Figure 1. Gate-type map (run 1).
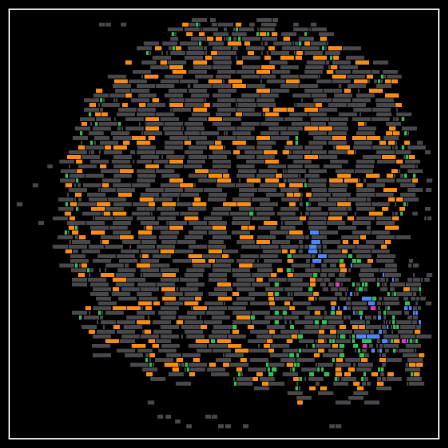
Figure 2. Where the registers sit (run 1).
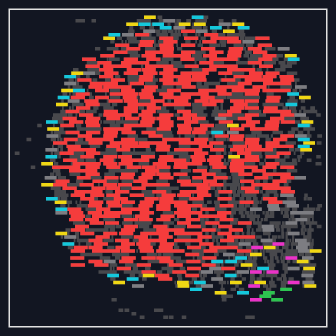
Figure 3. Layout detail (run 1).
Window x 37 to 87, y 160 to 210 µm. Cells in grey, sequential cells in the stronger grey; small squares are vias.
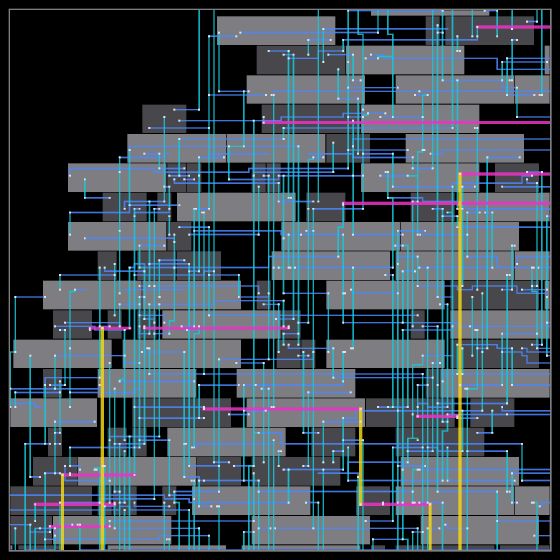
<file path="config.mk">
export PLATFORM = sky130hd
export DESIGN_NAME = jtag_chain1
export DESIGN_NICKNAME = d
export VERILOG_FILES = /design/src/rtl/jtag_chain1.sv
export SDC_FILE = /design/constraint.sdc
export NUM_CORES = 1
export LEC_CHECK = 0
export CORE_MARGIN = 3
export CORE_UTILIZATION = 45
export DETAILED_ROUTE_END_ITERATION = 6
export PLACE_DENSITY = 0.73
export SKIP_CTS_REPAIR_TIMING = 1
export SYNTH_ARGS = -nofsm -noshare
export SYNTH_HDL_FRONTEND = slang
export SYNTH_SLANG_ARGS = --single-unit
export TNS_END_PERCENT = 5
</file>
<file path="constraint.sdc">
create_clock -name JTCK -period 9.75 [get_ports JTCK]
set_input_delay 1.95 -clock JTCK [delete_from_list [all_inputs] [get_ports JTCK]]
set_output_delay 1.95 -clock JTCK [all_outputs]
set_load 0.02 [all_outputs]
</file>
<file path="src/rtl/jtag_chain1.sv">
// jtag_chain1 -- JTAG user-data chain 1 (ER1 path of the FPGA JTAG primitive).
//
// A 36-bit data register is shifted LSB-first from the TAP and decoded on
// Update-DR as {payload[31:0], opcode[3:0]}. The chain holds the bus-master
// configuration (address, byte enable, burst size), a 16-word data buffer
// and a burst engine that fills the buffer from the parallel-port/bus side
// while the TAP sits in Run-Test/Idle with ER1 selected.
//
// Everything runs on JTCK; JRSTN is an asynchronous active-low reset.
//
// Build option:
//   CHAIN1_STATUS_READ_EN  when defined, opcode 0x7 loads the status register
//                          into the readback register; otherwise 0x7 is a NOP.

module jtag_chain1 (
    input  logic        JTCK,
    input  logic        JRSTN,
    input  logic        JTDI,
    input  logic        JSHIFT,
    input  logic        JUPDATE,
    input  logic        JRTI1,
    input  logic        JCE1,
    output logic        JTD1,
    input  logic [31:0] pp_dataOut,
    input  logic        switch_ready
);

    // Opcodes carried in the low nibble of the shifted word
    localparam logic [3:0] OP_NOP    = 4'h0;
    localparam logic [3:0] OP_ADDR   = 4'h1;
    localparam logic [3:0] OP_BE     = 4'h2;
    localparam logic [3:0] OP_BSIZE  = 4'h3;
    localparam logic [3:0] OP_RDADDR = 4'h4;
    localparam logic [3:0] OP_RDBE   = 4'h5;
    localparam logic [3:0] OP_RDBSZ  = 4'h6;
    localparam logic [3:0] OP_RDSTAT = 4'h7;
    localparam logic [3:0] OP_WRBUF  = 4'h8;
    localparam logic [3:0] OP_BURST  = 4'h9;
    localparam logic [3:0] OP_RDBUF  = 4'hA;

    logic [35:0] sr;
    logic [31:0] address_reg;
    logic [3:0]  byte_enable_reg;
    logic [7:0]  busrt_size_reg;
    logic [7:0]  status_reg;
    logic [35:0] out_reg;
    logic [31:0] buffer [16];
    logic [3:0]  wr_ptr;
    logic [3:0]  rd_ptr;
    logic [7:0]  burst_cnt;
    logic        busy;
    logic        done;

    // Decoded view of the shift register at Update-DR
    logic [3:0]  op;
    logic [31:0] pl;

    // Per-cycle strobes
    logic        upd_addr;
    logic        upd_be;
    logic        upd_bsize;
    logic        upd_wrbuf;
    logic        upd_burst;
    logic        upd_rdbuf;
    logic        upd_readback;
    logic        burst_step;
    logic        burst_last;
    logic        buf_we;
    logic [31:0] buf_wdata;
    logic [35:0] readback_val;

    assign op = sr[3:0];
    assign pl = sr[35:4];

    // The serial output is simply the bottom of the shift register; it is
    // zero during reset because sr is cleared.
    assign JTD1 = sr[0];

    assign status_reg = {wr_ptr, 2'b00, done, busy};

    // Decode the update opcode into one-hot strobes and select readback data
    always_comb begin
        upd_addr     = 1'b0;
        upd_be       = 1'b0;
        upd_bsize    = 1'b0;
        upd_wrbuf    = 1'b0;
        upd_burst    = 1'b0;
        upd_rdbuf    = 1'b0;
        upd_readback = 1'b0;
        readback_val = out_reg;
        if (JUPDATE) begin
            case (op)
                OP_ADDR:   upd_addr  = 1'b1;
                OP_BE:     upd_be    = 1'b1;
                OP_BSIZE:  upd_bsize = 1'b1;
                OP_RDADDR: begin
                    upd_readback = 1'b1;
                    readback_val = {address_reg, op};
                end
                OP_RDBE: begin
                    upd_readback = 1'b1;
                    readback_val = {28'b0, byte_enable_reg, op};
                end
                OP_RDBSZ: begin
                    upd_readback = 1'b1;
                    readback_val = {24'b0, busrt_size_reg, op};
                end
`ifdef CHAIN1_STATUS_READ_EN
                OP_RDSTAT: begin
                    upd_readback = 1'b1;
                    readback_val = {24'b0, status_reg, op};
                end
`else
                OP_RDSTAT: ;
`endif
                // Host writes are dropped while the burst engine owns the buffer
                OP_WRBUF:  upd_wrbuf = !busy;
                OP_BURST:  upd_burst = 1'b1;
                OP_RDBUF: begin
                    upd_rdbuf    = 1'b1;
                    upd_readback = 1'b1;
                    readback_val = {buffer[rd_ptr], op};
                end
                OP_NOP:    ;
                default:   ;
            endcase
        end
    end

    // A burst (re)start on this edge takes precedence over stepping the
    // engine, so the first word lands on the next qualifying cycle.
    assign burst_step = busy && JRTI1 && switch_ready && !upd_burst;
    assign burst_last = burst_step && (burst_cnt == 8'd1);

    // Host writes and burst writes never coincide (host writes need !busy)
    assign buf_we    = upd_wrbuf || burst_step;
    assign buf_wdata = burst_step ? pp_dataOut : pl;

    // Data register: update holds, capture loads readback, shift moves LSB-first
    always_ff @(posedge JTCK or negedge JRSTN) begin
        if (!JRSTN) begin
            sr <= '0;
        end else if (JUPDATE) begin
            sr <= sr;
        end else if (JCE1 && !JSHIFT) begin
            sr <= out_reg;
        end else if (JCE1 && JSHIFT) begin
            sr <= {JTDI, sr[35:1]};
        end
    end

    // Bus-master configuration registers written by update opcodes 0x1..0x3
    always_ff @(posedge JTCK or negedge JRSTN) begin
        if (!JRSTN) begin
            address_reg     <= '0;
            byte_enable_reg <= '0;
            busrt_size_reg  <= '0;
        end else begin
            if (upd_addr)  address_reg     <= pl;
            if (upd_be)    byte_enable_reg <= pl[3:0];
            if (upd_bsize) busrt_size_reg  <= pl[7:0];
        end
    end

    // Readback register captured into sr at the next Capture-DR
    always_ff @(posedge JTCK or negedge JRSTN) begin
        if (!JRSTN) begin
            out_reg <= '0;
        end else if (upd_readback) begin
            out_reg <= readback_val;
        end
    end

    // Buffer pointers and burst engine state
    always_ff @(posedge JTCK or negedge JRSTN) begin
        if (!JRSTN) begin
            wr_ptr    <= '0;
            rd_ptr    <= '0;
            burst_cnt <= '0;
            busy      <= 1'b0;
            done      <= 1'b0;
        end else begin
            if (upd_burst) begin
                wr_ptr    <= '0;
                rd_ptr    <= '0;
                burst_cnt <= busrt_size_reg;
                busy      <= (busrt_size_reg != 8'd0);
                done      <= (busrt_size_reg == 8'd0);
            end else begin
                if (upd_wrbuf || burst_step) begin
                    wr_ptr <= wr_ptr + 4'd1;
                end
                if (upd_rdbuf) begin
                    rd_ptr <= rd_ptr + 4'd1;
                end
                if (burst_step) begin
                    burst_cnt <= burst_cnt - 8'd1;
                end
                if (burst_last) begin
                    busy <= 1'b0;
                    done <= 1'b1;
                end
            end
        end
    end

    // Data buffer storage; contents survive reset
    always_ff @(posedge JTCK) begin
        if (buf_we) begin
            buffer[wr_ptr] <= buf_wdata;
        end
    end

endmodule

</file>
==> impl_metrics.tcl, run 1 <==
# yosys + openroad results
set metrics [dict create \
    crit_path_top_delay_cell "sky130_fd_sc_hd__and4b_2" \
    setup_tns_after_final_layout_ps 0 \
    fa_ha_area_share_pct 0.337 \
    hold_start "address_reg[25]" \
    detail_route.first_pass.iterations 5 \
    timing.final.crit_share_pct 50.9 \
    fp_util_pct 45.8 \
    max-slew-margin-rel_pct 17.1 \
    worst-endpoint-arrival_ps 5150 \
    num_rows 87 \
    worst_skew_pair.late_latency_ps 590 \
    min_path_type "register to register" \
    power-per-cell-area_nw_per_um2 247 \
    yosysTopAreaCellShare_pct 59.1 \
    layout.cell_area.non_filler_um2 29400 \
    grt_antenna_before_repair 0 \
    maxClockFrequency_ghz 0.202 \
    core_area_um2 56800 \
    largest_net_degree_at_the_start_of_global_routing 118 \
    numPortBuffers 40 \
    synth.logic.top_family "multiplexers" \
    report.final.hold_viol_count 0 \
    fill_cell_count 4462 \
    synth.mux.area_fraction_pct 18.2 \
    r2r_setup_slack_ps 6120 \
    detail_route.iter0.violations 1308 \
    ff_type "sky130_fd_sc_hd__edfxtp_1" \
    clkSlewWorstSetupHoldPaths_ps 60 \
    stage_log_warnings 32 \
    crit-reg2reg-capture "buffer[6][17]" \
    leakage_uw 0.0103 \
    worstSetupStartpointType "input port" \
    timing_max_transition_violations_final 0 \
    die_w_um 246 \
    mostFrequentLayoutCells "sky130_fd_sc_hd__edfxtp_1 (512), sky130_fd_sc_hd__mux2_2 (132), sky130_fd_sc_hd__dfrtp_1 (130)" \
    compound_cell_area_share_of_the_yosys_netlist_pct 3.01 \
    placed_cells_incl_taps 2170 \
    place.detailed.hpwl_um 31800 \
    route.detailed.drc 0 \
    cts_root_buf "sky130_fd_sc_hd__clkbuf_16" \
    clock_sinks 645 \
    tightestPinTransition_ps 1240 \
    rsz_0062_raised_after_global_routing "no" \
    area_of_combinational_cells_with_multiple_inputs_um2 6960 \
    grt_pass1_vias 14286 \
    area_delta_synth_final_pct 13.2 \
    area.sequential_um2 18700 \
    layout.cells.non_filler 2291 \
    grt_remaining_overflow 0 \
    cts_buffers 67 \
    chipArea_um2 60700 \
    crit_type "input port to register" \
    setup.worst_path.end_class "register" \
    crit_chain "clkdlybuf4s50_1 > nand2b_1 > o31a_1 > nor2_1 > and4b_2" \
    r2r_start "sr[0]" \
    critPathRequiredTime_ps 9940 \
    synthesis.nets 1483 \
    hold-path-cell-count 2 \
    globalplace.congestion 0.765 \
    tritoncts "done" \
    outcome "finished clean" \
    ir_drop_uv 148 \
    synthDominantAreaCellType "sky130_fd_sc_hd__edfxtp_1" \
    global_route.usage.total_pct 19.6 \
    num_vias 13590 \
    placement.cell_area_um2 27200 \
    cts_h_tree_lvls 3 \
    final.min_clock_period_ps 4960 \
    netlist.top_cell.by_instances "sky130_fd_sc_hd__edfxtp_1" \
    ys_sh_simple_pct 4.59 \
    ioPinCount 41 \
    timing.max_cap.violations 0 \
    synthArstFlopShare_pct 20.6 \
    wire_length_of_the_first_global_routing_pass_um 89000 \
    route.detailed.vias_per_inst 5.93 \
    critical_path.startpoint "JUPDATE" \
    layout.cells.most_common "sky130_fd_sc_hd__edfxtp_1" \
    critical-path-max-stage-delay_ps 1190 \
    enable_flop_cells 512 \
    synthTopCellsByArea "sky130_fd_sc_hd__edfxtp_1 (59%), sky130_fd_sc_hd__dfrtp_1 (13%), sky130_fd_sc_hd__mux4_2 (9.7%)" \
    layout-drive-gt1-share_pct 25.3 \
    synth-cells-yosys 1436 \
    finalClockSkew_ps 18.9 \
    ys_warn_count 0 \
    r2r_cells 4 \
    max_ffs_per_register 512 \
    timing.critical_path.buf_inv 1 \
    drt-total-wl_um 58300 \
    final_nets 1530 \
    place_ws_ps 4260 \
    cp_top_family "simple AND/OR/NAND/NOR gates" \
]
## Picture notes: Figure 1
[orange] multiplexers | cells: 315 | most used: mux2_2 | where: all over the die
[magenta] AND-OR and OR-AND gates | cells: 4 | most used: a21o_1 | where: lower right
[blue] NOR gates | cells: 31 | most used: nor2_1
[green] inverting AOI/OAI gates | cells: 128 | most used: o21ai_0 | where: all over the die

## Picture notes: Figure 2
[cyan] address_reg | sequential cells: 32 | where: all over the die
[yellow] sr | sequential cells: 36 | where: all over the die
[red] buffer | sequential cells: 512
[green] byte_enable_reg | sequential cells: 4 | where: lower right
[magenta] busrt_size_reg | sequential cells: 8 | where: lower right

## Picture notes: Figure 3
[yellow] metal 4
[cyan] metal 2
[blue] metal 1
[magenta] metal 3
most frequent: edfxtp_1 (29), nand2_1 (11), mux2_2 (10)
cells with their middle in the window: 85
sequential cells in the window: 38
netlist names of flops here include: buffer (29), address_reg (3), out_reg (3)

-- run 1: worst register-to-register path, cell delays in order, from the launching register on --
cell and delay, ps:
sky130_fd_sc_hd__dfrtp_1 630, sky130_fd_sc_hd__nor2b_1 300, sky130_fd_sc_hd__and3_1 520, sky130_fd_sc_hd__nor2_1 560
sky130_fd_sc_hd__and4b_2 1190
-- run 1: routing by layer --
layer / track usage (%) / wire [µm]
met4: 5.96 / 1260
met5: 0 / 0
met2: 31.8 / 28900
met1: 26.9 / 24500
met3: 3.92 / 3640
-- run 1: metrics by stage --
stage | util (%) | hold slack [ps]
floorplan | - | 457
global placement | 47.9 | 470
detailed placement | 47.9 | 479
CTS | 51.8 | 483
global route | 51.8 | 511
finish | 51.8 | 488
-- run 1: how the worst max path moves through the flow --
stage,end,slack [ps],cells past startpoint
after CTS,buffer[6][17],4860,5
final,buffer[6][17],4790,5
after detailed placement,buffer[6][17],4260,5
after global placement,buffer[6][17],4420,5
after global routing,buffer[6][17],4660,4
after floorplan,buffer[11][0],3210,5
-- run 1: cells by family after synthesis --
| logic type | after synthesis |
|---|---|
| AND-OR/OR-AND | 132 |
| XOR/XNOR | 11 |
| adder cells (fa/ha/maj) | 7 |
| buffers and inverters | 92 |
| flip-flops | 645 |
| multiplexers | 315 |
| AND/OR/NAND/NOR | 234 |
-- run 1: report_power, final --
group          switching, µW  internal (µW)  leakage (µW)
combinational            600            546       0.00254
clock                   1030           1560       0.00108
sequential               230           3290       0.00670
total                   1860           5400        0.0103
-- run 1: final cells by class --
type | count | share of cell area (%)
multi-input combinational | 699 | 23.6
inverter | 6 | 0.0765
clock buffer | 97 | 6.43
timing repair buffer | 64 | 2.00
clock inverter | 24 | 1.09
tap | 756 | 3.21
sequential | 645 | 63.5
Figure 4. The clock network (run 1).
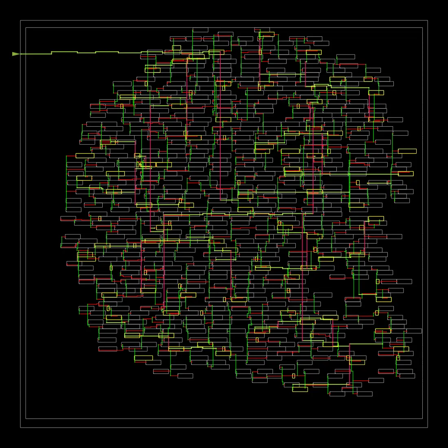

==> inputs of run 2 (changes only) <==
clock period = 4.6 ns   (was 9.75 ns; I/O delays follow)
Figure 5. The clock network (run 2).
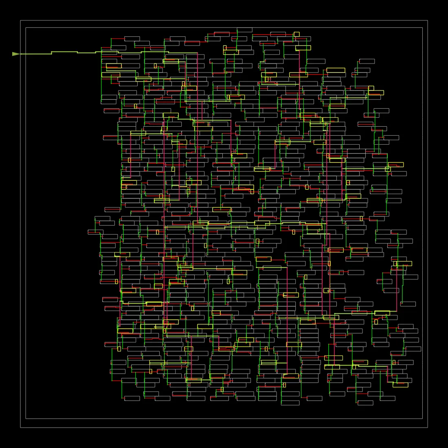
Latency at later pin: 630 ps
number of clock buffers in the layout: 80
number of buffers added by the clock tree synthesis step: 61
Worst Clk Skew: 11.4 ps
CTS sink count: 645

==> run 2 against run 1 <==
Routed wire length down 2.6%. Combinational power up 110%. Synthesized area unchanged. Synthesized cell count unchanged. Worst hold slack worse by 50 ps. Flip-flop count unchanged. Via count down 1.7%. Critical endpoint is now buffer[13][20]. Setup slack worse by 3600 ps.
==> impl_metrics.tcl, run 2 <==
# yosys + openroad results
set metrics [dict create \
    outcome "finished clean" \
    globalplace.congestion 0.802 \
    synth-cells-yosys 1436 \
    timing.final.ws_setup_ps 1170 \
    path_max_fanout 18 \
    critical-path-max-stage-delay_ps 770 \
    leakage_uw 0.0104 \
    place.detailed.hpwl_um 33500 \
    report.final.hold_viol_count 0 \
    grt_antenna_before_repair 2 \
    route.detailed.drc 0 \
    synthTopCellsByArea "sky130_fd_sc_hd__edfxtp_1 (59%), sky130_fd_sc_hd__dfrtp_1 (13%), sky130_fd_sc_hd__mux4_2 (9.7%)" \
    tightestPinTransition_ps 1190 \
    place_ws_ps 597 \
    final.min_clock_period_ps 3430 \
    power-per-cell-area_nw_per_um2 511 \
    ff_type "sky130_fd_sc_hd__edfxtp_1" \
    utilization_pct 51.9 \
    post_synth_instance_area_um2 26000 \
    crit_chain "clkdlybuf4s50_1 > nand3_1 > o31a_1 > nor2_1 > and4_2 > buf_4" \
    cp_top_family "simple AND/OR/NAND/NOR gates" \
    chipArea_um2 60700 \
    yosysTopAreaCellShare_pct 59.1 \
    placement.cell_area_um2 27500 \
    top_cells_by_count "sky130_fd_sc_hd__edfxtp_1 (512), sky130_fd_sc_hd__dfrtp_1 (133), sky130_fd_sc_hd__mux2_2 (132), sky130_fd_sc_hd__nand2_1 (128), sky130_fd_sc_hd__mux4_2 (112)" \
    clkSlewWorstSetupHoldPaths_ps 60 \
    grt_remaining_overflow 0 \
    core_area_um2 56800 \
    max_ffs_per_register 512 \
    setup_tns_after_final_layout_ps 0 \
    global_route.usage.total_pct 19.2 \
    fill_cell_count 4436 \
    route.detailed.vias_per_inst 5.80 \
    num_rows 87 \
    min_path_type "input port to async pin" \
    timing.critical_path.buf_inv 2 \
    yosys.cell_types.count 52 \
    layout.cell_area.non_filler_um2 29500 \
    timing.max_cap.violations 0 \
    worstSetupStartpointType "input port" \
    largest_net_degree_at_the_start_of_global_routing 107 \
    layout.cells.most_common "sky130_fd_sc_hd__edfxtp_1" \
    enable_flop_cells 512 \
    max-slew-margin-rel_pct 20.4 \
    drt.antenna.violating_nets 0 \
    worst-endpoint-arrival_ps 3760 \
    hold_slack_ps 439 \
    crit_path_top_delay_cell "sky130_fd_sc_hd__and4_2" \
    power.total_uw 15100 \
    netlist_instances 1436 \
    timing_max_transition_violations_final 0 \
    synth_sequential_area_ratio_pct 71.9 \
    synth_flop_count 645 \
    crit_type "input port to register" \
    final_nets 1542 \
    r2r_cells 5 \
    netlist.top_cell.by_instances "sky130_fd_sc_hd__edfxtp_1" \
    drt-total-wl_um 56800 \
    setup.worst_path.end_class "register" \
    synthDominantAreaCellType "sky130_fd_sc_hd__edfxtp_1" \
    ys_warn_count 0 \
    detail_route.iter0.violations 1176 \
    die_w_um 246 \
    timing.final.crit_share_pct 74.7 \
    vertical_die_size_um 246 \
    placed_cells_incl_taps 2188 \
    detail_route.first_pass.iterations 5 \
    ioPinCount 41 \
    critical_path.startpoint "switch_ready" \
    stage_log_warnings 33 \
    tritoncts "done" \
    wire_length_per_cell_after_detailed_routing_um 24.7 \
    r2r_start "sr[0]" \
    grt_pass1_vias 13804 \
    cts_h_tree_lvls 2 \
    synthesis.nets 1483 \
    rsz_0062_raised_after_global_routing "no" \
    fp_util_pct 45.8 \
    cts_root_buf "sky130_fd_sc_hd__clkbuf_16" \
    critical_path_depth 6 \
    num_vias 13355 \
    area_delta_synth_final_pct 13.4 \
    numPortBuffers 40 \
    wire_length_of_the_first_global_routing_pass_um 87000 \
    ir_drop_uv 318 \
    maxClockFrequency_ghz 0.291 \
    synthArstFlopShare_pct 20.6 \
    layout.cells.non_filler 2303 \
    mostFrequentLayoutCells "sky130_fd_sc_hd__edfxtp_1 (512), sky130_fd_sc_hd__mux2_2 (132), sky130_fd_sc_hd__dfrtp_1 (130)" \
    final_setup_violation_count 0 \
    yosys_area_um2 26000 \
    avgSynthCellArea_um2 18.1 \
    max-clock-path-buffers 3 \
    num_antenna_cells 0 \
    layout-drive-gt1-share_pct 26.4 \
    critPathRequiredTime_ps 4930 \
]
-- run 2: cell types whose count changed in the layout (fill, tap and decap cells not counted), sizes merged --
cell and delta:
buf +18, clkbuf -17, clkinv +9, inv +3, bufinv -1
-- run 2: cell type report --
| type | count | area [µm²] | area share, % |
|---|---|---|---|
| Multi-Input combinational cell | 699 | 6960 | 23.6 |
| Clock inverter | 35 | 377 | 1.28 |
| Tap cell | 756 | 946 | 3.21 |
| Inverter | 6 | 22.5 | 0.0763 |
| Sequential cell | 645 | 18700 | 63.4 |
| Clock buffer | 80 | 1680 | 5.69 |
| Timing Repair Buffer | 82 | 812 | 2.75 |
-- run 2: final timing paths --
kind,to,slack [ps]
max,buffer[13][20],1170
min,sr[13],440
max reg2reg,buffer[13][20],1220
min reg2reg,out_reg[2],490
max in group asynchronous,out_reg[2],3160
min in group JTCK,out_reg[2],490
-- run 2: routing by layer --
metal	routed length [µm]	vias up	track usage, %
met5	0	-	0
met3	4450	116	3.89
li1	-	5815	-
met1	23100	6926	26.3
met2	27600	498	30.9
met4	1670	0	6.72
-- run 2: kinds of logic after synthesis --
| family | count (synthesis) | share of synthesized area (%) |
|---|---|---|
| adders and majority gates | 7 | 0.337 |
| and+or+nand+nor | 234 | 4.59 |
| xor gates and xnor gates | 11 | 0.370 |
| muxes | 315 | 18.2 |
| AOI/OAI and AO/OA | 132 | 3.01 |
| buffers and inverters | 92 | 1.65 |
| DFF | 645 | 71.9 |
-- run 2: where the power goes --
part	internal (µW)	total [µW]	switching (µW)	leakage (µW)
registers	6980	7490	514	0.00670
clock network	2970	5120	2140	0.00101
logic	1190	2460	1270	0.00266
Power figures rest on the tool's default switching activity, not on a simulated workload.
